run_1/pdn.png
Pins as bars on the die edge.
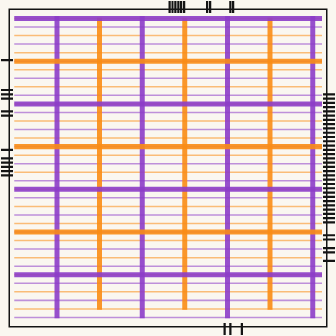
run_1/cell_classes.png
Scale bar: 20 µm.
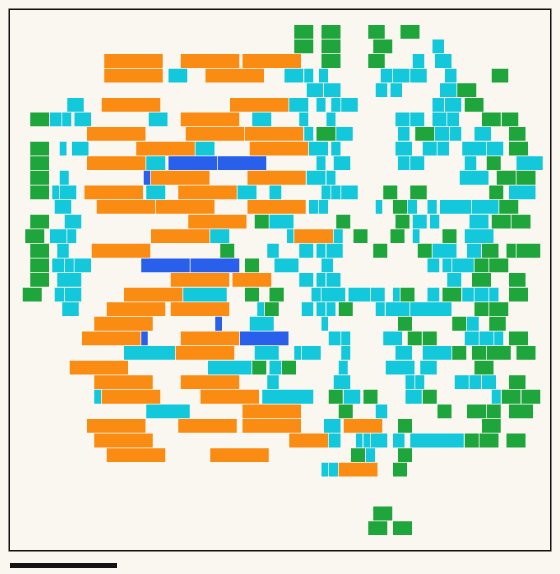
run_1/clock_map.png
Scale bar: 20 µm.
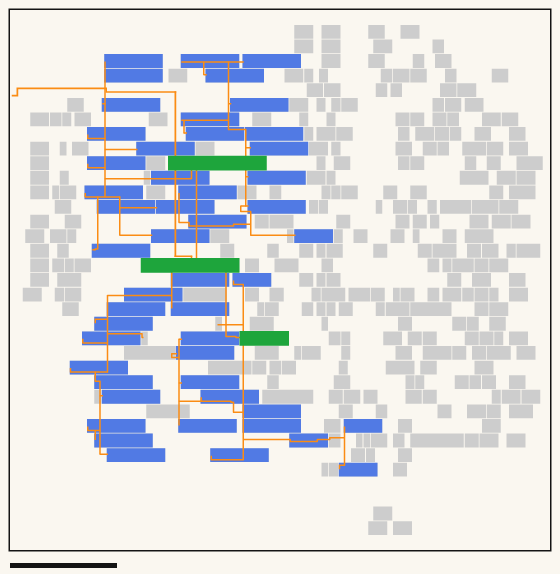
--- src/rtl/micro_sequencer_if.sv ---
// rtl/micro_sequencer_if.sv - sequencing bus between microword/counter side and the micro_sequencer
interface micro_sequencer_if #(
    parameter int ADDR_W = 11
);
    logic [ADDR_W-1:0] upc;
    logic [2:0]        seq_op;
    logic [ADDR_W-1:0] seq_target;
    logic [1:0]        cond_sel;
    logic              cond_inv;
    logic [3:0]        flags;
    logic [ADDR_W-1:0] map_addr;
    logic              stall;
    logic [1:0]        cmd;
    logic [ADDR_W-1:0] load_addr;
    logic              halted;
    logic              fault;

    // Microword / counter / datapath side
    modport master (
        output upc, seq_op, seq_target, cond_sel, cond_inv, flags, map_addr, stall,
        input  cmd, load_addr, halted, fault
    );

    // Sequencer side
    modport slave (
        input  upc, seq_op, seq_target, cond_sel, cond_inv, flags, map_addr, stall,
        output cmd, load_addr, halted, fault
    );
endinterface

--- src/rtl/micro_sequencer.sv ---
// rtl/micro_sequencer.sv - next-address control with return-address stack and halt state
module micro_sequencer #(
    parameter int                ADDR_W      = 11,
    parameter int                STACK_DEPTH = 4,
    parameter logic [ADDR_W-1:0] FAULT_VEC   = 11'h7F0
) (
    input  logic              clk,
    input  logic              reset,
    micro_sequencer_if.slave  bus
);
    localparam int SP_W  = $clog2(STACK_DEPTH + 1);
    localparam int IDX_W = (STACK_DEPTH > 1) ? $clog2(STACK_DEPTH) : 1;

    localparam logic [1:0] CMD_NONE = 2'd0;
    localparam logic [1:0] CMD_INC  = 2'd1;
    localparam logic [1:0] CMD_LOAD = 2'd2;

    localparam logic [2:0] OP_NEXT     = 3'd0;
    localparam logic [2:0] OP_JUMP     = 3'd1;
    localparam logic [2:0] OP_BRANCH   = 3'd2;
    localparam logic [2:0] OP_DISPATCH = 3'd3;
    localparam logic [2:0] OP_CALL     = 3'd4;
    localparam logic [2:0] OP_RETURN   = 3'd5;
    localparam logic [2:0] OP_WAIT     = 3'd6;
    localparam logic [2:0] OP_HALT     = 3'd7;

    typedef enum logic {S_RUN = 1'b0, S_HALTED = 1'b1} state_t;

    state_t            state_q, state_d;
    logic [SP_W-1:0]   sp_q, sp_d;
    logic              fault_q, fault_d;
    logic [ADDR_W-1:0] stack_q [2**IDX_W];

    logic              cond;
    logic              do_push, do_pop, stack_err, halt_req;
    logic [1:0]        cmd_o;
    logic [ADDR_W-1:0] load_addr_o;
    logic [SP_W-1:0]   sp_m1;
    logic [ADDR_W-1:0] ret_addr;

    assign cond     = bus.flags[bus.cond_sel] ^ bus.cond_inv;
    assign sp_m1    = sp_q - 1'b1;
    assign ret_addr = bus.upc + 1'b1;

    // State, stack pointer and sticky fault registers
    always_ff @(posedge clk) begin
        if (reset) begin
            state_q <= S_RUN;
            sp_q    <= '0;
            fault_q <= 1'b0;
        end else begin
            state_q <= state_d;
            sp_q    <= sp_d;
            fault_q <= fault_d;
        end
    end

    // Return-address storage; contents need no reset, sp alone defines validity
    always_ff @(posedge clk) begin
        if (!reset && do_push) begin
            stack_q[sp_q[IDX_W-1:0]] <= ret_addr;
        end
    end

    // Next-state: halt entry, stack pointer movement, fault latching
    always_comb begin
        state_d = state_q;
        sp_d    = sp_q;
        fault_d = fault_q;
        if (halt_req) begin
            state_d = S_HALTED;
        end
        if (stack_err) begin
            sp_d    = '0;
            fault_d = 1'b1;
        end else if (do_push) begin
            sp_d = sp_q + 1'b1;
        end else if (do_pop) begin
            sp_d = sp_m1;
        end
    end

    // Output decode: counter command, load address and stack strobes for this cycle
    always_comb begin
        cmd_o       = CMD_NONE;
        load_addr_o = '0;
        do_push     = 1'b0;
        do_pop      = 1'b0;
        stack_err   = 1'b0;
        halt_req    = 1'b0;
        if (!reset && state_q == S_RUN && !bus.stall) begin
            case (bus.seq_op)
                OP_NEXT: cmd_o = CMD_INC;
                OP_JUMP: begin
                    cmd_o       = CMD_LOAD;
                    load_addr_o = bus.seq_target;
                end
                OP_BRANCH: begin
                    if (cond) begin
                        cmd_o       = CMD_LOAD;
                        load_addr_o = bus.seq_target;
                    end else begin
                        cmd_o = CMD_INC;
                    end
                end
                OP_DISPATCH: begin
                    cmd_o       = CMD_LOAD;
                    load_addr_o = bus.map_addr;
                end
                OP_CALL: begin
                    cmd_o = CMD_LOAD;
                    if (sp_q == SP_W'(STACK_DEPTH)) begin
                        stack_err   = 1'b1;
                        load_addr_o = FAULT_VEC;
                    end else begin
                        do_push     = 1'b1;
                        load_addr_o = bus.seq_target;
                    end
                end
                OP_RETURN: begin
                    cmd_o = CMD_LOAD;
                    if (sp_q == '0) begin
                        stack_err   = 1'b1;
                        load_addr_o = FAULT_VEC;
                    end else begin
                        do_pop      = 1'b1;
                        load_addr_o = stack_q[sp_m1[IDX_W-1:0]];
                    end
                end
                OP_WAIT: cmd_o = cond ? CMD_INC : CMD_NONE;
                OP_HALT: halt_req = 1'b1;
                default: cmd_o = CMD_NONE;
            endcase
        end
    end

    assign bus.cmd       = cmd_o;
    assign bus.load_addr = load_addr_o;
    assign bus.halted    = (state_q == S_HALTED);
    assign bus.fault     = fault_q;
endmodule

--- src/flat_wrapper.sv ---
// flat-port wrapper written by rule: the top's interface ports become plain ports
module micro_sequencer_flat 
#(
    parameter int                ADDR_W      = 11,
    parameter int                STACK_DEPTH = 4,
    parameter logic [ADDR_W-1:0] FAULT_VEC   = 11'h7F0
)
  (clk, reset, bus_upc, bus_seq_op, bus_seq_target, bus_cond_sel, bus_cond_inv, bus_flags, bus_map_addr, bus_stall, bus_cmd, bus_load_addr, bus_halted, bus_fault);
  micro_sequencer_if #(.ADDR_W(ADDR_W)) bus_i ();
  input  logic clk;
  input  logic reset;
  input wire logic [$bits(bus_i.upc)-1:0] bus_upc;
  input wire logic [$bits(bus_i.seq_op)-1:0] bus_seq_op;
  input wire logic [$bits(bus_i.seq_target)-1:0] bus_seq_target;
  input wire logic [$bits(bus_i.cond_sel)-1:0] bus_cond_sel;
  input wire logic [$bits(bus_i.cond_inv)-1:0] bus_cond_inv;
  input wire logic [$bits(bus_i.flags)-1:0] bus_flags;
  input wire logic [$bits(bus_i.map_addr)-1:0] bus_map_addr;
  input wire logic [$bits(bus_i.stall)-1:0] bus_stall;
  output wire logic [$bits(bus_i.cmd)-1:0] bus_cmd;
  output wire logic [$bits(bus_i.load_addr)-1:0] bus_load_addr;
  output wire logic [$bits(bus_i.halted)-1:0] bus_halted;
  output wire logic [$bits(bus_i.fault)-1:0] bus_fault;
  assign bus_i.upc = bus_upc;
  assign bus_i.seq_op = bus_seq_op;
  assign bus_i.seq_target = bus_seq_target;
  assign bus_i.cond_sel = bus_cond_sel;
  assign bus_i.cond_inv = bus_cond_inv;
  assign bus_i.flags = bus_flags;
  assign bus_i.map_addr = bus_map_addr;
  assign bus_i.stall = bus_stall;
  assign bus_cmd = bus_i.cmd;
  assign bus_load_addr = bus_i.load_addr;
  assign bus_halted = bus_i.halted;
  assign bus_fault = bus_i.fault;
  micro_sequencer #(.ADDR_W(ADDR_W), .STACK_DEPTH(STACK_DEPTH), .FAULT_VEC(FAULT_VEC)) u_core (.clk(clk), .reset(reset), .bus(bus_i));
endmodule
--- config.mk ---
export PLATFORM = sky130hd
export DESIGN_NAME = micro_sequencer_flat
export DESIGN_NICKNAME = d
export VERILOG_FILES = /design/src/rtl/micro_sequencer_if.sv /design/src/rtl/micro_sequencer.sv /design/src/flat_wrapper.sv
export SDC_FILE = /design/constraint.sdc
export NUM_CORES = 1
export LEC_CHECK = 0
export CAP_MARGIN = 20
export CORE_UTILIZATION = 30
export CTS_BUF_LIST = sky130_fd_sc_hd__clkbuf_16
export DETAILED_ROUTE_END_ITERATION = 16
export HOLD_SLACK_MARGIN = 0.15
export MAX_ROUTING_LAYER = met4
export PLACE_DENSITY = 0.53
export SKIP_LAST_GASP = 1
export SYNTH_ARGS = -nofsm -noshare
export SYNTH_HDL_FRONTEND = slang
export SYNTH_SLANG_ARGS = --single-unit
--- constraint.sdc ---
create_clock -name clk -period 3.32 [get_ports clk]
set_clock_uncertainty 0.05 [all_clocks]
set_input_delay 0.664 -clock clk [delete_from_list [all_inputs] [get_ports clk]]
set_output_delay 0.664 -clock clk [all_outputs]
set_load 0.01 [all_outputs]
==> flow_results.org, run 1 <==
* Flow results

** Hold path
- STA reports the tightest min-delay check as being of type reg -> reg.
- Hold path start :: u_core.bus.fault$_SDFFE_PP0P_

** Clock tree
- Clock-pin slew on the worst setup and hold paths :: 0.06 ns
- Clock buffer count from CTS :: 5
- The number of hold buffers added after CTS was 0.
- Maximum clock insertion buffer count :: 2
- In this run the clock root is driven by a sky130_fd_sc_hd__clkbuf_16.

** Route
- 1st-pass router iterations :: 4
- The routed layout has 2,240 vias.
- Vias per std cell :: 4.86
- Wire length per cell :: 15.4 µm

** Floorplan
- According to the floorplan report, the die width is 101 µm.
- In this run the count of I/O pins placed on the die edge is 61.
- Full die area :: 10,100 µm²

** STA
- Number of endpoints with negative hold slack in the final report :: 0
- Max-Slew Margin vs Limit :: 70.6%
- Peak clock frequency supported by timing :: 0.314 GHz
- Counting pins that exceed their max-slew limit in the final report gives 0.
- Worst hold slack :: 0.420 ns
- The worst path needs 3.18 ns of the cycle, external delays included.
- Least setup slack across all paths after layout :: 0.138 ns
- Setup TNS :: 0 ns

** Setup path
- The critical path is of the in -> out type.
- The critical path's slowest stage uses the library cell sky130_fd_sc_hd__clkdlybuf4s50_1.
- The worst setup path is launched from an input port.
- The number of buffers and inverters on the critical path is 5.
- Largest stage delay on the critical path :: 0.48 ns
- In this run the number of cells on the critical path is 8.
- According to the timing report, the arrival time at the worst endpoint equals 2.47 ns.
- Maximum net fanout on the critical path :: 9
- Launching point of the worst reg2reg path :: u_core.sp_q[1]$_SDFFE_PP0P_
- STA classifies the critical path endpoint as an output port.
- STA puts the critical path data required time at 2.61 ns.

** Logic synthesis
- Summing the areas of all and, or, nand and nor instances in the mapped netlist gives 13.3% of the synthesized area.
- In the Yosys report the total cell count is 239.
- The synthesized netlist handed to floorplanning was reported with a cell count of 239.
- Counting every net in the synthesized netlist gives 291.
- Most common cell in the synthesized netlist :: sky130_fd_sc_hd__edfxtp_1
- Of the synthesized area, sequential elements account for 48.7%.
- Fa+ha+maj area frac :: 2.57%
- Largest area contributor in the netlist :: sky130_fd_sc_hd__edfxtp_1
- The synthesis report lists the most area-consuming cells as sky130_fd_sc_hd__edfxtp_1, sky130_fd_sc_hd__mux2i_1, sky130_fd_sc_hd__nand3_1.
- The cell area that synthesis handed to floorplanning was 2920 µm².
- Yosys cell types :: 49
- Area reported by Yosys stat :: 2920 µm²
- Per the post-synthesis stats, the area per cell is 12.2 µm².
- EDFF count, synth :: 44
- The cell-mix breakdown from Yosys lists the compound-gate area share as 16.6%.
- The synthesized netlist devotes 3.00% of its cell area to XOR and XNOR gates.
- Synthesized flop and latch total :: 49

** Place
- In the placement report, post-DP HPWL is listed as 5.41 mm.
- Post-place instance area :: 3840 µm²
- Final weighted congestion in routability-driven placement :: 0.740

** Global routing
- Entering global routing, the biggest net connects 16 pins.
- Antenna violations before repair :: 0

** Cells and area
- Most instantiated logic cell after routing :: sky130_fd_sc_hd__clkdlybuf4s50_1
- Fin nets :: 383
- Diode insertion count for antenna repair :: 0
- The multi-input combinational cells in the finished layout cover a total of 1410 µm².
- Excluding fillers, the count of instances in the completed layout stands at 461.
- The post-route netlist has 19.9% of its cells at a drive strength greater than 1.

** Run
- Tool warning count :: 31

** Status
- Status :: completed
## Picture notes: pdn.png
colour	net
orange	VDD
purple	VSS
rows	35
met1 rails	36
met4 straps	7
met5 straps	7
signal pins	61
die height: 101 µm
IR drop worst, VDD: 0.271 mV

## Picture notes: cell_classes.png
colour	class	cells	share of their area
orange	flip-flops	49	37%
green	other buffers and delay cells	100	23%
cyan	all other logic	175	37%
blue	clock drivers and dummy loads	8	3.5%
placeable core region: 9330 µm²
Core Rows: 35
sequential share of cell area: 35.2%
area of all placed cells without fillers: 4040 µm²
fin util: 43.3%

## Picture notes: clock_map.png
[blue] flip-flops | count: 49
[green] cells driving clock nets | count: 5
[orange] clock wires | length: 518 µm
routed clock nets	6
power share of the clock group: 33.8%
clock latency reported for the late side of the worst-skew pair: 0.27 ns

[run 1: sequential cells by signal, indices dropped and copies added, names as in the netlist]
register,count
u_core.stack_q,44
u_core.sp_q,3
u_core.bus.fault,1
u_core.bus.halted,1
[run 1: where the power goes]
part | leakage [nW] | switching (W) | internal (W)
registers | 0.436 | 0.00000151 | 0.000677
logic | 0.934 | 0.0000973 | 0.000120
clock network | 0.0776 | 0.000187 | 0.000271
total | 1.45 | 0.000286 | 0.00107
[run 1: final cells by class]
class	count	area share [%]
repair buffers	100	22.1
inverters	6	0.557
clock buffers	5	3.10
well taps	129	4.00
clock inverters	3	0.279
flip-flops and latches	49	35.2
multi-input cells	169	34.8
[run 1: cell families after synthesis]
logic type / Yosys count
AOI/OAI and AO/OA: 62
xor gates and xnor gates: 10
adders and majority gates: 6
buffers and inverters: 21
DFF: 49
muxes: 26
and+or+nand+nor: 65
[run 1: timing repair]
item,CTS,global route
resized,18,6
setup buffers,4,1
pin swaps,2,2
gates cloned,0,0
endpoints found under the setup margin,12,9
[run 1: worst max-delay path by stage]
stage / slack [ns] / endpoint / start
6_report: 0.14 / bus_cmd[1] / bus_seq_op[2]
5_1_grt: -0.002 / bus_load_addr[3] / bus_seq_op[2]
4_1_cts: -0.12 / bus_load_addr[9] / bus_cond_sel[1]
3_5_place_dp: -0.27 / bus_load_addr[9] / bus_cond_sel[1]
3_3_place_gp: -0.22 / bus_load_addr[9] / bus_cond_sel[1]
2_1_floorplan: 0.56 / bus_load_addr[7] / u_core.sp_q[0]$_SDFFE_PP0P_
[run 1: per-layer routing]
layer	track usage (%)	part of all wire, %	up-vias
met5	-	0	-
met4	4.46	0.65	0
met1	17.8	47	1043
met3	2.64	4.7	4
li1	-	-	1132
met2	25.3	48	61
run_1/metal_stack.png
Only two layers are drawn.
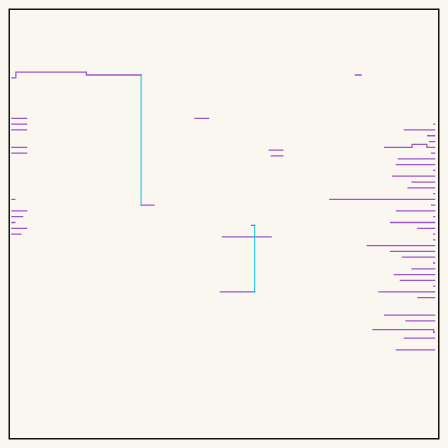

==> run 2, diff against run 1 <==
==> constraint.sdc (replaced) <==
create_clock -name clk -period 3.38 [get_ports clk]
set_clock_uncertainty 0.05 [all_clocks]
set_input_delay 0.676 -clock clk [delete_from_list [all_inputs] [get_ports clk]]
set_output_delay 0.676 -clock clk [all_outputs]
set_load 0.01 [all_outputs]
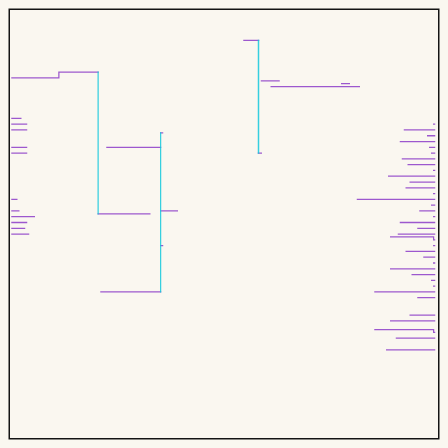
run_2/metal_stack.png
Only two layers are drawn.
colour	layer	wire length
purple	met3	336 µm
cyan	met4	97.2 µm
overall routed net length: 6.97 mm
vias after detailed routing: 2,241
wire length per cell: 15.2 µm
GRT Overall Usage: 15.0%

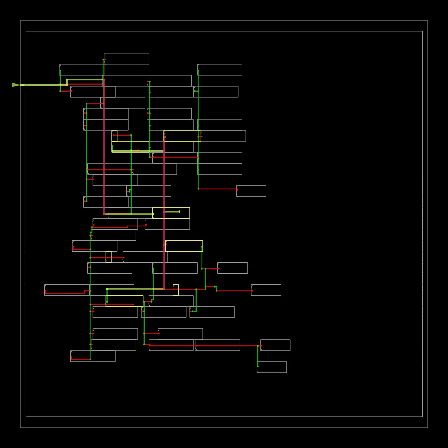
run_2/final_clocks.png
clock buffer count from CTS: 5
Sinks on Clock Net: 49
number of clock buffers in the layout: 5

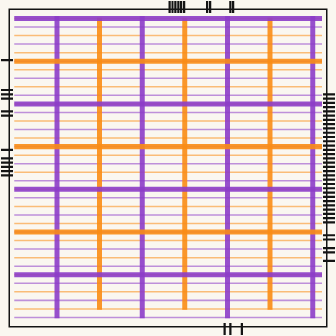
run_2/pdn.png
Pins as bars on the die edge.
colour	net
orange	VDD
purple	VSS
met5 straps	7
signal pins	61
met1 rails	36
met4 straps	7
horizontal die dimension: 101 µm
IR drop worst, VDD: 0.214 mV

==> run 2 against run 1 <==
  * Register-to-register slack improved by 0.18 ns
  * Die size did not move
  * Worst setup slack got worse by 0.041 ns
  * First-iteration DRC count fell by 18%
  * Total power fell by 1.8%
  * Sequential power fell by 2%
  * Worst hold slack improved by 0.0044 ns
  * Cell count fell by 0.65%
  * Largest cell class unchanged
  * Largest power group unchanged
==> flow_results.org, run 2 <==
* Flow results

** Status
- The run finished with clean final reports.

** Cells and area
- The number of flip-flops under the largest register name was 44 (unchanged).
- Number of multi-input combinational cells in the layout :: 169 (unchanged)
- The non-clock buffer total of the final layout was 97 (-3.0%).
- The area taken by sequential standard cells is reported as 1420 µm².
- Sequential share of cell area :: 35.3% (+0.16 points)
- Most instantiated logic cell after routing :: sky130_fd_sc_hd__clkdlybuf4s50_1
- Layout area overhead :: 37.8%
- Non-clock buffer contribution to total cell area :: 21.6% (-0.43 points)
- The share of cells above drive strength 1 is 19.1% (-0.73 points).
- Fin nets :: 380 (-0.78%)
- Looking at the area split, the leading class of cells is flip-flops and latches.
- Fin util :: 43.1% (-0.20 points)
- The multi-input combinational area share is 35.1% (+0.22 points).
- Clock-cell share :: 3.39% (+0.016 points)
- Combinational cell area excluding buffers and inverters :: 1410 µm² (+0.18%)
- Number of flip-flops and latches :: 49 (unchanged)
- Diode insertion count for antenna repair :: 0 (unchanged)
- Leaving out fill and tap cells, the most frequent cells in the layout are sky130_fd_sc_hd__clkdlybuf4s50_1, sky130_fd_sc_hd__edfxtp_1, sky130_fd_sc_hd__buf_4.
- The non-clock inverter total of the final layout came to 6 (unchanged).

** Floorplan
- The die area is 10,100 µm² (unchanged).
- Core Rows :: 35 (unchanged)
- Ports placed on the boundary :: 61 (unchanged)
- The core outline area was 9330 µm² (unchanged).
- The total number of tap cells was 129 (unchanged).

** Logic synthesis
- Most area-consuming cells after synthesis :: sky130_fd_sc_hd__edfxtp_1, sky130_fd_sc_hd__mux2i_1, sky130_fd_sc_hd__nand3_1
- Sorting the Yosys area breakdown by cell type puts at the top sky130_fd_sc_hd__edfxtp_1.
- Mapped Area :: 2920 µm² (unchanged)
- Post-synthesis async set-or-reset flop share :: 0%
- The portion of the post-synthesis area used by sequential elements is 48.7% (unchanged).
- Cell count after synthesis :: 239 (unchanged)
- The chip area line of the yosys report came to 2920 µm² (unchanged).
- The total cells reported by yosys after synthesis was 239 (unchanged).
- Floorplan Nets :: 291 (unchanged)
- Yosys cell types :: 49 (unchanged)
- The number of storage elements in the synthesis netlist came to 49 (unchanged).
- Syn avg cell area :: 12.2 µm² (unchanged)
- sky130_fd_sc_hd__edfxtp_1 is the most common cell in the netlist.
- The area fraction of the largest cell type after synthesis is 45.3%.
- The count of library flops with an enable pin was 44 (unchanged).
- Yosys warning count :: 0
- Sorting the synthesized cells by how often they occur yields sky130_fd_sc_hd__edfxtp_1, sky130_fd_sc_hd__nand3_1, sky130_fd_sc_hd__mux2i_1.

** STA
- Setup-violating endpoint count in the final report :: 0
- Least-Margin Pin Slew :: 0.412 ns
- The final tally of hold violations is 0 (unchanged).
- Setup TNS :: 0 ns (unchanged)
- Max-Slew Margin vs Limit :: 72.3% (+1.7 points)
- Peak clock frequency supported by timing :: 0.305 GHz
- Number of pins exceeding their max-slew limit in the final report :: 0 (unchanged)
- RSZ-0062 raised after global routing :: false
- The final timing summary puts the cycle share of the worst path at 97.1%.
- After layout, the minimum clock period comes to 3.28 ns.
- Worst hold slack :: 0.424 ns (+0.00437 ns)

** Setup path
- Endpoint kind of the worst setup timing path :: output port
- STA classifies the critical path startpoint as an input port.
- The critical path is of the in -> out type.
- The number of cells on the worst reg-to-reg path is 6.
- The largest fanout on the critical path came to 2 (-7).
- In this run the critical register-to-register path is captured at u_core.stack_q[2][7]$_DFFE_PP_.
- Tracing the worst setup path back leads to its startpoint at bus_cond_sel[1].
- Per STA, the endpoint of the critical path is bus_cmd[0].
- Req. time, crit path :: 2.65 ns (+0.04 ns)
- In this run the critical register-to-register path is launched from u_core.sp_q[1]$_SDFFE_PP0P_.
- The arrival time at the worst endpoint was 2.56 ns (+0.09 ns).
- In this run the register-to-register setup slack is 1.49 ns.

** Route
- The total iterations of the first detailed-routing run is 4 (unchanged).
- The first routing iteration left 46 violations.
- Vias per std cell :: 4.89 (+0.70%)
- Nets still carrying antenna violations after routing amount to 0.

** Place
- The global placement routability congestion was 0.747 (+0.91%).
- Detailed-placement wirelength estimate :: 5.33 mm (-1.6%)

** Power
- The final power report lists total power as 0.00133 W.
- The leakage component of the power was reported as 1.43 nW.
- Dividing total power by cell area gives a power density of 331 nW/µm².

** Run
- Max-capacitance violation count :: 0
- The number of warnings in the stage logs is 31 (unchanged).

** Clock tree
- Clock-pin slew on the worst setup and hold paths :: 0.06 ns (about the same)
- Looking at the clock tree report, the H-tree level count equals 2.
- The clock tree buffer depth was 2 (unchanged).
- Clock latency reported for the late side of the worst-skew pair :: 0.28 ns (about the same)
- CTS tree :: yes
- Cell at the root of the clock tree :: sky130_fd_sc_hd__clkbuf_16

** Global routing
- Antenna violations before repair :: 0 (unchanged)
- Vias in the first global route :: 2,372
- Wire length of the first global-routing pass :: 11.4 mm
- Total congestion overflow after global routing :: 0
- The maximum number of pins on one net before global-route repair was 16 (unchanged).

** Hold path
- Path class of the lowest-slack min-delay path :: reg -> reg
- Hold path start :: u_core.bus.fault$_SDFFE_PP0P_
## run 2: cell counts after synthesis
No cell type changed its count.
## run 2: through the flow
step / std cells / cell area, µm² / setup slack (ns)
floorplan: 239 / 2920 / 0.609
global placement: 446 / 3820 / -0.186
detailed placement: 446 / 3820 / -0.219
CTS: 456 / 4000 / -0.0636
global route: 458 / 4020 / 0.00471
finish: 458 / 4020 / 0.0976
## run 2: kinds of logic after synthesis
| logic type | share of synthesized area [%] |
|---|---|
| simple gates | 13.3 |
| compound gates | 16.6 |
| flops | 48.7 |
| mux | 11.6 |
| buf+inv | 4.29 |
| xor+xnor | 3.00 |
| fa+ha+maj | 2.57 |
## run 2: where the power goes
| part | internal, W | switching (W) |
|---|---|---|
| Combinational | 0.000116 | 0.0000948 |
| Sequential | 0.000665 | 0.00000143 |
| Clock | 0.000266 | 0.000187 |
## run 2: per-layer routing
metal / vias to the layer above / track usage, % / wire length (µm)
met5: - / - / 0
met4: 0 / 4.35 / 97
met3: 9 / 2.29 / 335
met2: 61 / 26.2 / 3330
met1: 1040 / 17.9 / 3210
li1: 1131 / - / -
## run 2: worst max-delay path, stage by stage
cell,delay (ns)
sky130_fd_sc_hd__clkdlybuf4s50_1,0.54
sky130_fd_sc_hd__mux2i_2,0.29
sky130_fd_sc_hd__buf_4,0.16
sky130_fd_sc_hd__mux2i_1,0.23
sky130_fd_sc_hd__nand3_1,0.10
sky130_fd_sc_hd__a211oi_1,0.28
sky130_fd_sc_hd__clkdlybuf4s15_1,0.28
## run 2: timing repair
action	CTS	global route
gates resized	20	4
endpoints found under the setup margin	12	5
pin swaps	2	1
buffers inserted	2	2
hold buffers	0	0
==> run 3, diff against run 2 <==
--- a/config.mk
+++ b/config.mk
@@ -9,9 +9,9 @@
 export CORE_UTILIZATION = 30
 export CTS_BUF_LIST = sky130_fd_sc_hd__clkbuf_16
 export DETAILED_ROUTE_END_ITERATION = 16
+export GPL_TIMING_DRIVEN = 0
 export HOLD_SLACK_MARGIN = 0.15
 export MAX_ROUTING_LAYER = met4
-export PLACE_DENSITY = 0.53
 export SKIP_LAST_GASP = 1
 export SYNTH_ARGS = -nofsm -noshare
 export SYNTH_HDL_FRONTEND = slang
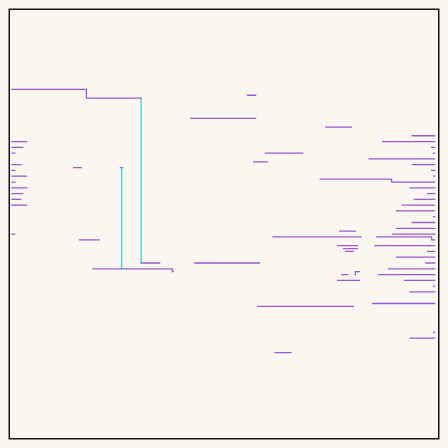
run_3/metal_stack.png
Only two layers are drawn.
colour	layer	wire length
cyan	met4	62.6 µm
purple	met3	426 µm
vias after detailed routing: 2,324
GRT Overall Usage: 15.1%
overall routed net length: 7.45 mm

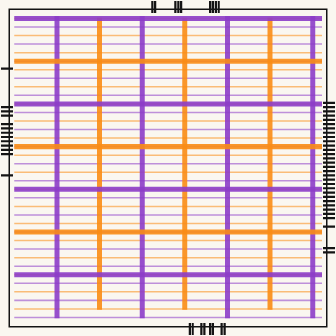
run_3/pdn.png
Pins as bars on the die edge.
colour	net
purple	VSS
orange	VDD
rows	35
signal pins	61
met4 straps	7
IR drop worst, VDD: 0.258 mV

==> run 3 against run 2 <==
  * Core utilization fell by 0.52 points
  * Global-route usage up 0.077 points
  * Cell count down 3.9%
  * Largest power group unchanged
  * Synthesized cell count unchanged
  * Sequential power hardly changed
  * Critical endpoint is now bus_load_addr[2]
  * Die size is the same
  * Fmax shrank 0.67%
  * Clock power increased by 6.0%
  * Worst hold slack improved by 0.0039 ns
==> flow_results.org, run 3 <==
* Flow results

** Status
- The run finished with clean final reports.

** Clock tree
- The clock-pin slew of the registers on the worst-case setup and hold paths is 0.06 ns (about the same).
- TritonCTS built the clock tree.
- Number of gates resized after cts :: 30 (+50%)
- Cell at the root of the clock tree :: sky130_fd_sc_hd__clkbuf_16

** Setup path
- Maximum net fanout on the critical path :: 10 (+8)
- The startpoint identified for the worst register-to-register timing path is u_core.sp_q[0]$_SDFFE_PP0P_.

** Logic synthesis
- Most area-consuming cells after synthesis :: sky130_fd_sc_hd__edfxtp_1, sky130_fd_sc_hd__mux2i_1, sky130_fd_sc_hd__nand3_1
- Cell count after synthesis :: 239 (unchanged)
- The chip area line of the yosys report is 2920 µm² (unchanged).
- Top cells by count :: sky130_fd_sc_hd__edfxtp_1, sky130_fd_sc_hd__nand3_1, sky130_fd_sc_hd__mux2i_1
- Most common cell in the synthesized netlist :: sky130_fd_sc_hd__edfxtp_1
- Mapped Area :: 2920 µm² (unchanged)
- EDFF count, synth :: 44 (unchanged)
- Floorplan Nets :: 291 (unchanged)

** STA
- The worst slew margin relative to its limit came to 58.6% (-14 points).
- The maximum achievable frequency came to 0.303 GHz (-0.67%).
- Least-Margin Pin Slew :: 0.621 ns (+0.209 ns)
- Setup TNS :: 0 ns (unchanged)
- Worst hold slack :: 0.428 ns (+0.00388 ns)
- The post-layout period usage of the worst path is 97.8% (+0.66 points).
- Setup-violating endpoint count in the final report :: 0 (unchanged)
- The setup slack after layout was 0.0753 ns (-0.0223 ns).

** Power
- Power share of the clock group :: 35.6% (+1.6 points)
- Clock-net power :: 0.000480 W (+6.0%)
- Comb pwr share :: 15.0% (-0.8 points)

** Route
- The via-per-instance ratio came to 5.28 (+7.9%).
- Wire length per cell :: 16.9 µm (+11%)

** Global routing
- The maximum number of pins on one net before global-route repair came to 16 (unchanged).
- The residual overflow from global routing is 0 (unchanged).

** Place
- Final weighted congestion in routability-driven placement :: 0.820 (+9.8%)

** Hold path
- Hold path start :: u_core.bus.fault$_SDFFE_PP0P_
- The min-delay analysis places its worst path in the category reg -> reg.

** Cells and area
- Per the cell usage report, the commonest logic cells after layout are sky130_fd_sc_hd__clkdlybuf4s50_1, sky130_fd_sc_hd__edfxtp_1, sky130_fd_sc_hd__nand3_1.
- Most instantiated logic cell after routing :: sky130_fd_sc_hd__clkdlybuf4s50_1
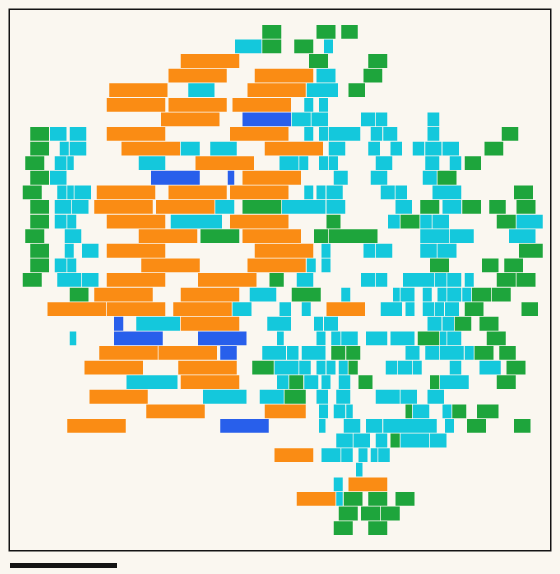
run_3/cell_classes.png
Scale bar: 20 µm.
colour	class	cells	share of their area
cyan	all other logic	175	38%
blue	clock drivers and dummy loads	8	3.7%
green	other buffers and delay cells	79	21%
orange	flip-flops	49	37%

run 3: cells by family (layout without fill, tap and decap cells):
logic type	after synthesis	in the layout	synth area share, %
AND-OR/OR-AND	62	62	16.6
XOR/XNOR	10	10	3.00
adder cells (fa/ha/maj)	6	6	2.57
buffers and inverters	21	93	4.29
flip-flops	49	49	48.7
multiplexers	26	26	11.6
AND/OR/NAND/NOR	65	65	13.3
run 3: area by class of cell:
class / count / area (µm²)
multi-input combinational: 169 / 1440
clock inverter: 3 / 17.5
fill: 883 / 5360
clock buffer: 5 / 125
inverter: 6 / 26.3
buffer: 15 / 136
tap: 129 / 161
sequential: 49 / 1420
timing repair buffer: 64 / 648
run 3: critical path, stage by stage:
cell and delay (ns):
sky130_fd_sc_hd__clkdlybuf4s50_1 0.53, sky130_fd_sc_hd__a2111oi_4 0.46, sky130_fd_sc_hd__o31ai_2 0.15, sky130_fd_sc_hd__buf_6 0.17, sky130_fd_sc_hd__a21o_1 0.15, sky130_fd_sc_hd__a31oi_1 0.16, sky130_fd_sc_hd__dlygate4sd2_1 0.28
run 3: path summary, 6_finish.rpt:
path | to | slack (ns)
setup reg to reg | u_core.stack_q[1][4]$_DFFE_PP_ | 1.09
hold reg to reg | u_core.bus.fault$_SDFFE_PP0P_ | 0.43
hold / removal | u_core.bus.fault$_SDFFE_PP0P_ | 0.43
setup / recovery | bus_load_addr[2] | 0.08
run 3: layer usage:
| layer | share of wire, % | vias up | GRT usage [%] |
|---|---|---|---|
| met5 | 0 | - | - |
| met4 | 0.83 | 0 | 6.24 |
| met3 | 5.7 | 4 | 3.54 |
| met2 | 48 | 85 | 25.0 |
| met1 | 45 | 1138 | 17.6 |
| li1 | - | 1097 | - |
No activity file was given, so power comes from the tool's default toggle rates.
